===== config.mk =====
export PLATFORM = sky130hd
export DESIGN_NAME = lot_occupancy_counter
export DESIGN_NICKNAME = d
export VERILOG_FILES = /design/src/rtl/lot_occupancy_counter.sv
export SDC_FILE = /design/constraint.sdc
export NUM_CORES = 1
export LEC_CHECK = 0
export ABC_AREA = 0
export CAP_MARGIN = 30
export CORE_AREA = 2 2 39 41
export CTS_BUF_LIST = sky130_fd_sc_hd__clkbuf_8
export DETAILED_ROUTE_END_ITERATION = 12
export DIE_AREA = 0 0 41 43
export PLACE_DENSITY_LB_ADDON = 0.2
export SYNTH_ARGS = -nofsm -noshare
export SYNTH_HDL_FRONTEND = slang
export SYNTH_SLANG_ARGS = --single-unit

===== constraint.sdc =====
create_clock -name clk -period 3.25 [get_ports clk]
set_input_delay 0.4875 -clock clk [delete_from_list [all_inputs] [get_ports clk]]
set_output_delay 0.4875 -clock clk [all_outputs]
set_load 0.02 [all_outputs]

===== src/rtl/lot_occupancy_counter.sv =====
// rtl/lot_occupancy_counter.sv - multi-lane parking-lot occupancy counter with clamping and sticky errors (optional LOT_STATS_EN)
module lot_occupancy_counter #(
    parameter int CAPACITY    = 15,
    parameter int NUM_ENTRY   = 2,
    parameter int NUM_EXIT    = 2,
    parameter int ALMOST_FULL = 12,
    localparam int CNT_W      = $clog2(CAPACITY + 1)
) (
    input  logic                 clk,
    input  logic                 rst,
    input  logic [NUM_ENTRY-1:0] inc,
    input  logic [NUM_EXIT-1:0]  dec,
    input  logic                 err_clr,
    output logic [CNT_W-1:0]     count,
    output logic                 full,
    output logic                 empty,
    output logic                 almost_full,
    output logic                 err_ovf,
    output logic                 err_unf,
`ifdef LOT_STATS_EN
    output logic [15:0]          total_in,
    output logic [15:0]          total_out,
`endif
    output logic                 err
);

    localparam int IN_W  = $clog2(NUM_ENTRY + 1);
    localparam int OUT_W = $clog2(NUM_EXIT + 1);
    // Wide enough that count + all entries - all exits can never wrap.
    localparam int SUM_W = CNT_W + IN_W + OUT_W + 2;
    localparam logic signed [SUM_W-1:0] CAP_S = SUM_W'(CAPACITY);

    if (CAPACITY < 1 || NUM_ENTRY < 1 || NUM_EXIT < 1 ||
        ALMOST_FULL < 0 || ALMOST_FULL > CAPACITY) begin : g_bad_params
        $error("lot_occupancy_counter: illegal parameter combination");
    end

    logic [IN_W-1:0]         n_in;
    logic [OUT_W-1:0]        n_out;
    logic signed [SUM_W-1:0] sum;
    logic                    ovf;
    logic                    unf;
    logic [CNT_W-1:0]        next_count;

    // Count lane pulses and net entries against exits, clamping to [0, CAPACITY].
    always_comb begin
        n_in  = '0;
        n_out = '0;
        for (int i = 0; i < NUM_ENTRY; i++) begin
            n_in = n_in + IN_W'(inc[i]);
        end
        for (int j = 0; j < NUM_EXIT; j++) begin
            n_out = n_out + OUT_W'(dec[j]);
        end
        sum = SUM_W'(count) + SUM_W'(n_in) - SUM_W'(n_out);
        ovf = (sum > CAP_S);
        unf = sum[SUM_W-1];
        if (ovf) begin
            next_count = CNT_W'(CAPACITY);
        end else if (unf) begin
            next_count = '0;
        end else begin
            next_count = sum[CNT_W-1:0];
        end
    end

    // Occupancy register and sticky error flags; a fresh clamp beats err_clr.
    always_ff @(posedge clk) begin
        if (rst) begin
            count   <= '0;
            err_ovf <= 1'b0;
            err_unf <= 1'b0;
        end else begin
            count   <= next_count;
            err_ovf <= ovf | (err_ovf & ~err_clr);
            err_unf <= unf | (err_unf & ~err_clr);
        end
    end

`ifdef LOT_STATS_EN
    logic [SUM_W-1:0]   admitted;
    logic [SUM_W-1:0]   released;
    logic [SUM_W+16:0]  tin_sum;
    logic [SUM_W+16:0]  tout_sum;

    // Cars actually admitted/released after clamping, added with 16-bit saturation.
    always_comb begin
        admitted = ovf ? (SUM_W'(CAPACITY) - SUM_W'(count) + SUM_W'(n_out)) : SUM_W'(n_in);
        released = unf ? (SUM_W'(count) + SUM_W'(n_in)) : SUM_W'(n_out);
        tin_sum  = (SUM_W + 17)'(total_in) + (SUM_W + 17)'(admitted);
        tout_sum = (SUM_W + 17)'(total_out) + (SUM_W + 17)'(released);
    end

    // Lifetime traffic totals; unaffected by err_clr.
    always_ff @(posedge clk) begin
        if (rst) begin
            total_in  <= '0;
            total_out <= '0;
        end else begin
            total_in  <= (tin_sum  > (SUM_W + 17)'(16'hFFFF)) ? 16'hFFFF : tin_sum[15:0];
            total_out <= (tout_sum > (SUM_W + 17)'(16'hFFFF)) ? 16'hFFFF : tout_sum[15:0];
        end
    end
`endif

    assign full        = (count == CNT_W'(CAPACITY));
    assign empty       = (count == '0);
    assign almost_full = ({1'b0, count} >= (CNT_W + 1)'(ALMOST_FULL));
    assign err         = err_ovf | err_unf;

endmodule

### I/O nets highlighted, run 1

The bar under the picture is 10 um long.
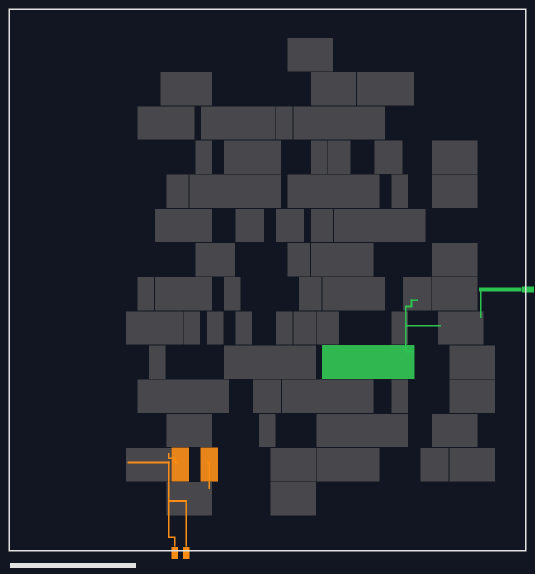
| port | colour | bits | direction | end cells | buffers | wire |
|---|---|---|---|---|---|---|
| `err_ovf` | green | 1 | output | 1 | 1 | 13.5 um |
| `dec` | orange | 2 | input | 2 | 2 | 18.7 um |

### M3 wires, run 1

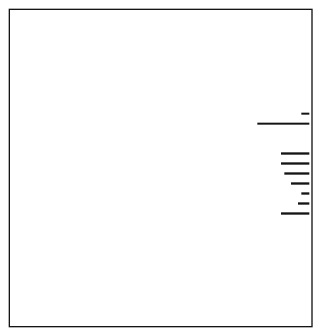
wire length on this layer: 25.7 um
longest straight run: 6.80 um

### M2 wires, run 1

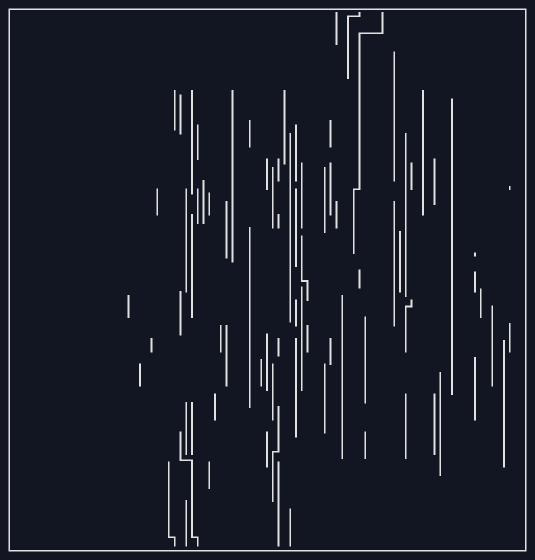
nets with wire on the layer: 69
share of all routed wire: 56%
longest straight run: 23.5 um

### Track usage over the die, run 1

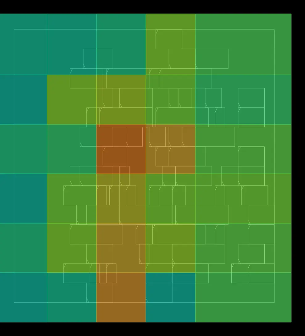
per-cell routed wire length: 9.40 um
GR met3 Demand/Resource: 0.0314
met1 Resource Use GR: 0.127
busiest layer in global routing: met2

==> flow_metrics.rpt, run 1 <==
=== SYNTHESIS / PLACE & ROUTE SUMMARY ===
----------------------------------------------------
[Synth]
  Yosys cell types ........................ 14
  Multiplexer share of the synthesized area ........................ 0
  XOR/XNOR share of the synthesized area ........................ 0.0590
  Fraction of the yosys area taken by sequential cells ........................ 0.283
  Number of instances in the synthesized netlist ........................ roughly 47
  Number of warnings reported in the yosys synthesis log ........................ 0
  Aoi/oai-family share of the synthesized area ........................ 0.109
  Number of storage elements in the synthesis netlist ........................ 6
  Area share of the largest cell type after synthesis ........................ 0.283
  Synthesized net count ........................ 63
  Synthesized area divided by synthesized cell count ........................ 9.02 um^2

[Pwr]
  Leakage power ........................ roughly 0.32 nW
  Power density over the cells ........................ around 1000 nW/um^2
  Total net switching power ........................ 266 uW
  Comb power frac ........................ 0.631
  Seq. pwr ........................ 133 uW
  Internal power ........................ ~380 uW
  Net Sw Frac ........................ 0.410
  P_comb ........................ 410 uW
  Sequential share of power ........................ 0.205

[Final layout]
  Growth of design area from synthesis to finish ........................ 52.2%
  Logic area ........................ 251 um^2
  Antenna diode count ........................ 0
  Finished layout cell area ........................ 646 um^2
  Most frequent logic cell in the layout ........................ clkdlybuf4s50_1
  Multi-input logic portion of the cell area ........................ 0.390
  Repair and plain buffers ........................ 16
  Flip-flop count of the largest register, all copies and words added ........................ 4
  Data-path buffer share of cell area in the final layout ........................ 0.248
  Max-area cell class ........................ logic gates
  Multi-input gates ........................ 27
  Biggest registers after layout ........................ count (4), err_ovf (1), err_unf (1)
  Logic inverters ........................ 14
  Number of nets in the finished design ........................ around 84
  Layout Cells excl Fill ........................ just over 80
  Top register by number of flip-flops ........................ count
  Ratio of cells with drive above 1 in the final layout ........................ 0.0909

[Placement]
  Detailed placer's ending HPWL ........................ ~670 um
  Placement Cell Area ........................ 604 um^2
  Global placement routability congestion ........................ 0.685

[Status]
  Run status ........................ completed

[Floorplan]
  Floorplan row count ........................ 14
  # Taps ........................ 16
  Chip Area ........................ about 1800 um^2
  Die X ........................ 41 um

[Global routing]
  Global-route wire length before repair ........................ 1.46 mm
  Number of global-route vias before repair ........................ 378
  Number of antenna violations at the first check in global routing ........................ 0

[STA]
  Worst Clk Skew ........................ 0.00310 ns
  RSZ-0062 raised after global routing ........................ no
  Achievable Freq ........................ between 300 and 400 MHz
  Worst Max-Slew Pin Slew ........................ 0.256 ns
  Final Max-Slew Violation Tally ........................ 0
  Final TNS setup ........................ 0 ns
  Post-layout min period ........................ between 2 and 3 ns

[Worst setup path]
  Reg2Reg Launch Point ........................ count[1]$_SDFF_PP0_
  Crit path buf inv count ........................ 4
  Endpoint of the worst register-to-register path ........................ err_ovf$_SDFF_PP0_
  Cell type group with the largest total delay on the critical path ........................ adder cells
  Cells on worst reg2reg path ........................ 8
  Critical-path cell with the highest stage delay ........................ clkdlybuf4s50_1
  End of the critical path ........................ err_ovf$_SDFF_PP0_
  Number of logic stages on the critical path including buffering ........................ 11
  WP data required ........................ 3.35 ns

[Detailed routing]
  DRC violations left ........................ 0
  Mean number of vias per cell ........................ 4.28
  Number of vias after detailed routing ........................ ~350

[Clock network]
  Cells resized by post-CTS repair ........................ 0
  Clock buffer depth ........................ 2
  Post-CTS Hold Buffers ........................ 0
  Clock transition at the registers of the reported paths ........................ 0.03 ns
  # clock sinks ........................ 6
  Total CTS buffers ........................ 3
  Cell at the root of the clock tree ........................ clkbuf_8

[Hold path]
  HP Class ........................ reg2reg

[Run]
  Number of maximum-capacitance violations ........................ 0

----------------------------------------------------
==> run 1: how the worst min path moves through the flow <==
| stage | endpoint | from | slack, ns | cells after the start |
|---|---|---|---|---|
| after global placement | err_ovf$_SDFF_PP0_ | err_ovf$_SDFF_PP0_ | 0.45 | 2 |
| after global routing | err_ovf$_SDFF_PP0_ | err_ovf$_SDFF_PP0_ | 0.48 | 2 |
| after CTS | err_ovf$_SDFF_PP0_ | err_ovf$_SDFF_PP0_ | 0.46 | 2 |
| after floorplan | err_ovf$_SDFF_PP0_ | err_ovf$_SDFF_PP0_ | 0.53 | 2 |
| after detailed placement | err_ovf$_SDFF_PP0_ | err_ovf$_SDFF_PP0_ | 0.46 | 2 |
| final | err_ovf$_SDFF_PP0_ | err_ovf$_SDFF_PP0_ | 0.45 | 2 |
==> run 1: stage by stage <==
step / power, mW / utilization / setup slack, ns / hold WS (ns)
after floorplan: 0.400 / - / 0.983 / 0.530
after global placement: 0.543 / 0.437 / 0.446 / 0.450
after detailed placement: 0.547 / 0.437 / 0.400 / 0.456
after CTS: 0.656 / 0.467 / 0.630 / 0.460
after global routing: 0.710 / 0.467 / 0.507 / 0.477
final: 0.649 / 0.467 / 0.629 / 0.453
==> run 1: cell usage after synthesis <==
cell type   n
and3_1      2
inv_1      14
xor2_1      1
nand2_1     1
dfxtp_1     6
o21bai_2    1
nor2_1      1
fa_1        3
or2_2       1
xnor2_2     1
a21oi_1     6
o21ai_1     1
nand2b_1    3
ha_1        6
==> run 1: metal layers <==
| layer | vias to the layer above | GRT usage | routed length [um] |
|---|---|---|---|
| met2 | 9 | 0.206 | 430 |
| met3 | 0 | 0.0314 | 25 |
| li1 | 179 | - | - |
| met4 | 0 | 0.0800 | 0 |
| met5 | - | 0 | 0 |
| met1 | 163 | 0.127 | 315 |
--- run 2 (diff from run 1) ---
==> constraint.sdc (replaced) <==
create_clock -name clk -period 2.6 [get_ports clk]
set_input_delay 0.39 -clock clk [delete_from_list [all_inputs] [get_ports clk]]
set_output_delay 0.39 -clock clk [all_outputs]
set_load 0.02 [all_outputs]
==> flow_metrics.rpt, run 2 <==
=== SYNTHESIS / PLACE & ROUTE SUMMARY ===
----------------------------------------------------
[Detailed routing]
  DRC marker count from the first detailed-route iteration ........................ 5
  Overall routed net length ........................ roughly 800 um
  Wire length on met2 ........................ 395 um (-8.1%)
  Per-cell routed wire length ........................ 9.27 um (-1.4%)
  Number of nets with antenna violations after detailed routing ........................ 0
  DRC violations left ........................ 0 (unchanged)
  Routed length on met3 ........................ 42 um (+68%)
  Mean number of vias per cell ........................ 4.32 (+0.96%)
  Iteration tally of the first detailed-router pass ........................ 4
  Wire length the detailed router placed on met1 ........................ 311 um (-1.3%)
  Highest signal layer in the routed design ........................ met4

[Synth]
  Post-synthesis cell area ........................ around 420 um^2
  Async SR Flop Fraction ........................ 0 (unchanged)
  Number of storage elements in the synthesis netlist ........................ 6 (unchanged)
  Main flop type after synthesis ........................ dfxtp_1
  Top post-synthesis cells by count ........................ 14 x inv_1, 6 x a21oi_1, 6 x dfxtp_1, 6 x ha_1
  XOR/XNOR share of the synthesized area ........................ 0.0590 (unchanged)
  Area share of the largest cell type after synthesis ........................ 0.283 (unchanged)
  Top-count cell post-synth ........................ inv_1
  Number of cells in the yosys synthesis report ........................ 47
  Multiplexer share of the synthesized area ........................ 0 (unchanged)
  Top cells by area ........................ dfxtp_1 28%, ha_1 18%, fa_1 14%
  Yosys cell types ........................ 14 (unchanged)
  Number of instances in the synthesized netlist ........................ 47 (unchanged)
  Simple share ........................ 0.106
  Chip area from the yosys synthesis statistics ........................ 424 um^2
  Synthesized net count ........................ 63 (unchanged)
  Number of warnings reported in the yosys synthesis log ........................ 0 (unchanged)
  Synthesized area divided by synthesized cell count ........................ 9.02 um^2 (unchanged)
  Adder and majority gate portion of the synthesized area ........................ 0.319
  Fraction of the yosys area taken by sequential cells ........................ 0.283 (unchanged)
  Post-synth EDFFs ........................ 0 (unchanged)
  Aoi/oai-family share of the synthesized area ........................ 0.109 (unchanged)
  Main kind of combinational logic by area ........................ adder cells
  Cell taking the most area after synthesis ........................ dfxtp_1

[Final layout]
  Filler cell count ........................ 147
  Growth of design area from synthesis to finish ........................ 62.8%
  Number of nets in the finished design ........................ 86 (+2.4%)
  Most frequent logic cell in the layout ........................ clkdlybuf4s50_1
  Top register by number of flip-flops ........................ count
  Top library cells by usage in the layout, fill and taps aside ........................ 16 x clkdlybuf4s50_1, 14 x inv_1, 6 x dfxtp_1
  Layout Cells excl Fill ........................ 84 (+2.4%)
  Antenna diode count ........................ 0 (unchanged)
  Biggest registers after layout ........................ count (4), err_ovf (1), err_unf (1)
  Finished layout cell area ........................ 691 um^2 (+7.0%)
  Core Util, Final ........................ 0.499 (+0.0325)
  Flip-flop count of the largest register, all copies and words added ........................ 4 (unchanged)
  Ratio of cells with drive above 1 in the final layout ........................ 0.221 (+0.130)
  Logic area ........................ 282 um^2 (+12%)
  Area occupied by registers ........................ 120 um^2

[Hold path]
  Sink of the worst hold path ........................ err_ovf$_SDFF_PP0_
  Min-Delay Startpoint ........................ err_ovf$_SDFF_PP0_
  Instance count along the most critical hold path ........................ 2 (unchanged)
  HP Class ........................ reg2reg

[STA]
  Final Max-Slew Violation Tally ........................ 0 (unchanged)
  Worst hold margin ........................ 0.454 ns (+0.000631 ns)
  Final setup vio count ........................ 0
  Final number of hold-violating endpoints ........................ 0
  Post-layout min period ........................ around 2.5 ns
  Final TNS setup ........................ 0 ns (unchanged)
  Worst Max-Slew Pin Slew ........................ 0.284 ns (+0.0279 ns)
  Achievable Freq ........................ roughly 410 MHz
  Final worst path period share ........................ 0.948
  Worst Clk Skew ........................ 0.00109 ns (-0.00201 ns)
  Relative max-transition margin ........................ 0.810
  RSZ-0062 raised after global routing ........................ no
  Min setup slack post-route ........................ 0.136 ns (-0.494 ns)

[Worst setup path]
  Critical-path cell with the highest stage delay ........................ fa_1
  Type of the setup path with the least slack ........................ in2reg
  Reg2Reg Launch Point ........................ count[1]$_SDFF_PP0_
  Cells on worst reg2reg path ........................ 8 (unchanged)
  Worst Setup End Kind ........................ flop
  Worst endpoint data arrival time ........................ 2.56 ns
  Internal reg-to-reg setup slack ........................ roughly 0.9 ns
  Startpoint type of the worst setup path ........................ input pin
  Sequence of cells on the critical path ........................ clkdlybuf4s50_1, inv_1, fa_1, inv_1, fa_2, inv_1, ha_2, fa_2, inv_1, a21oi_1
  WP data required ........................ 2.70 ns (-0.65 ns)
  Endpoint of the worst register-to-register path ........................ count[3]$_SDFF_PP0_
  Critical path fanouts, max ........................ 2
  Cell occurring most often along the worst timing path ........................ inv_1
  Longest individual stage delay on the worst path ........................ about 0.5 ns

[Pwr]
  Power density over the cells ........................ 1290 nW/um^2 (+28%)
  Tot Pwr ........................ 889 uW (+37%)
  Leakage power ........................ 0.337 nW (+5.9%)
  Worst supply voltage drop on vdd ........................ 0.397 mV

[Run]
  Number of maximum-capacitance violations ........................ 0 (unchanged)
  Warning total across the stage logs ........................ 28

[Placement]
  Detailed placer's ending HPWL ........................ 612 um (-9.2%)
  Placement Cell Area ........................ 619 um^2 (+2.5%)
  Global placement routability congestion ........................ 0.685 (about the same)
  IO buf count ........................ 16
  Post-placement worst setup slack ........................ -0.178 ns (-0.578 ns)
  Post-placement cell count ........................ 81

[Clock network]
  Clock latency on the worst-skew pair ........................ 0.22 ns
  Cell at the root of the clock tree ........................ clkbuf_8
  Post-CTS setup-driven buffer insertion count ........................ 0
  Clock transition at the registers of the reported paths ........................ 0.04 ns (about the same)
  Clock buffer depth ........................ 2 (unchanged)
  Clock tree from TritonCTS ........................ done
  Total number of H-tree levels ........................ 1
  # clock sinks ........................ 6 (unchanged)
  Total CTS buffers ........................ 3 (unchanged)

[Floorplan]
  Floorplan row count ........................ 14 (unchanged)
  Die X ........................ 41 um (unchanged)
  Floorplan core density ........................ 0.307
  Die H ........................ 43 um
  Area of the core ........................ 1380 um^2
  Chip Area ........................ 1760 um^2 (unchanged)
  I/O pin cnt ........................ 17

[Global routing]
  Number of global-route vias before repair ........................ 347 (-8.2%)
  Total congestion overflow after global routing ........................ 0
  Global-route wire length before repair ........................ 1.42 mm (-2.3%)
  Busiest layer in global routing ........................ met2
  GR met3 Demand/Resource ........................ 0.0314 (unchanged)
  Maximum number of pins on one net before global-route repair ........................ 6
  Number of antenna violations at the first check in global routing ........................ 0 (unchanged)
  All-Layer GR Usage ........................ 0.128
  Met1 Resource Use GR ........................ 0.135 (+0.00783)

[Status]
  Run status ........................ completed

----------------------------------------------------
run 2: cell types whose count changed in the layout (fill, tap and decap cells not counted):
cell / delta
a21oi_1: -2
fa_1: -2
ha_2: +1
nand2b_4: +2
buf_4: +2
nand2b_1: -2
ha_1: -1
fa_2: +2
a21oi_2: +2
run 2: repair_timing:
item                                    CTS  global route
endpoints found under the setup margin    0             5
hold buffers                              0             0
gates resized                             0             7
run 2: layout make-up:
| class | instances | area share |
|---|---|---|
| timing repair buffer | 18 | 0.254 |
| multi-input combinational | 27 | 0.408 |
| tap | 16 | 0.0290 |
| clock buffer | 3 | 0.0598 |
| sequential | 6 | 0.174 |
| inverter | 14 | 0.0761 |
run 2: power breakdown:
part | total, mW | internal (mW) | leakage, nW | switching, mW
combinational | 0.585 | 0.292 | 0.266 | 0.293
sequential | 0.164 | 0.135 | 0.0500 | 0.0285
clock | 0.140 | 0.0995 | 0.0216 | 0.0409
total | 0.889 | 0.526 | 0.337 | 0.363
run 2: worst max-delay path, delay by kind of cell:
| family | cells | cell delay, ns |
|---|---|---|
| adders and majority gates | 4 | 1.43 |
| buffers and inverters | 5 | 0.68 |
| AOI/OAI and AO/OA | 1 | 0.06 |
run 2: worst max-delay path by stage:
stage               slack [ns]                   to   start
floorplan                 0.43   err_ovf$_SDFF_PP0_  dec[0]
CTS                       0.07   err_ovf$_SDFF_PP0_  dec[0]
global route              0.02  count[2]$_SDFF_PP0_  dec[0]
finish                    0.14  count[2]$_SDFF_PP0_  dec[0]
global placement         -0.16   err_ovf$_SDFF_PP0_  dec[0]
detailed placement       -0.18   err_ovf$_SDFF_PP0_  dec[0]
run 2: cells by family (layout without fill, tap and decap cells):
family,after synthesis,after routing
compound gates,8,8
xor+xnor,2,2
fa+ha+maj,9,9
buf+inv,14,35
flops,6,6
simple gates,8,8
### M2 wires, run 2

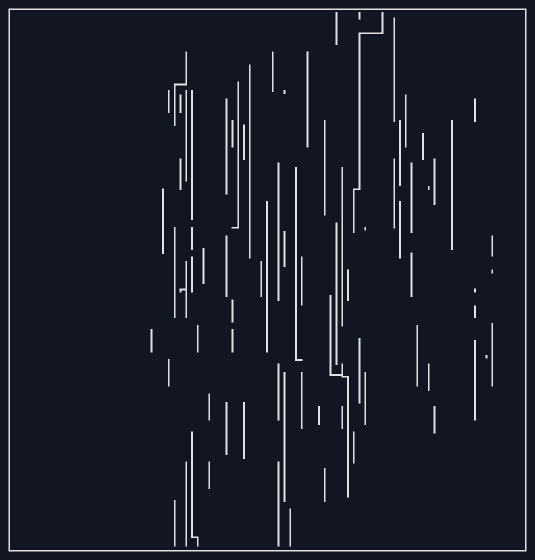
number of vias after detailed routing: 363
met2 routing resource usage after global routing: 0.184

### M3 wires, run 2

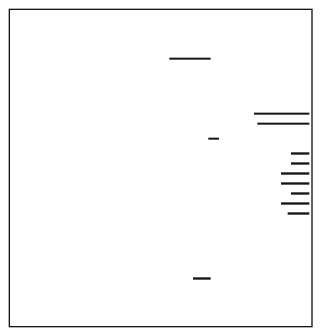
longest straight run: 7.20 um
nets with wire on the layer: 10
wire length on this layer: 42.5 um
share of all routed wire: 5.5%
main direction: horizontal

No activity file was given, so power comes from the tool's default toggle rates.
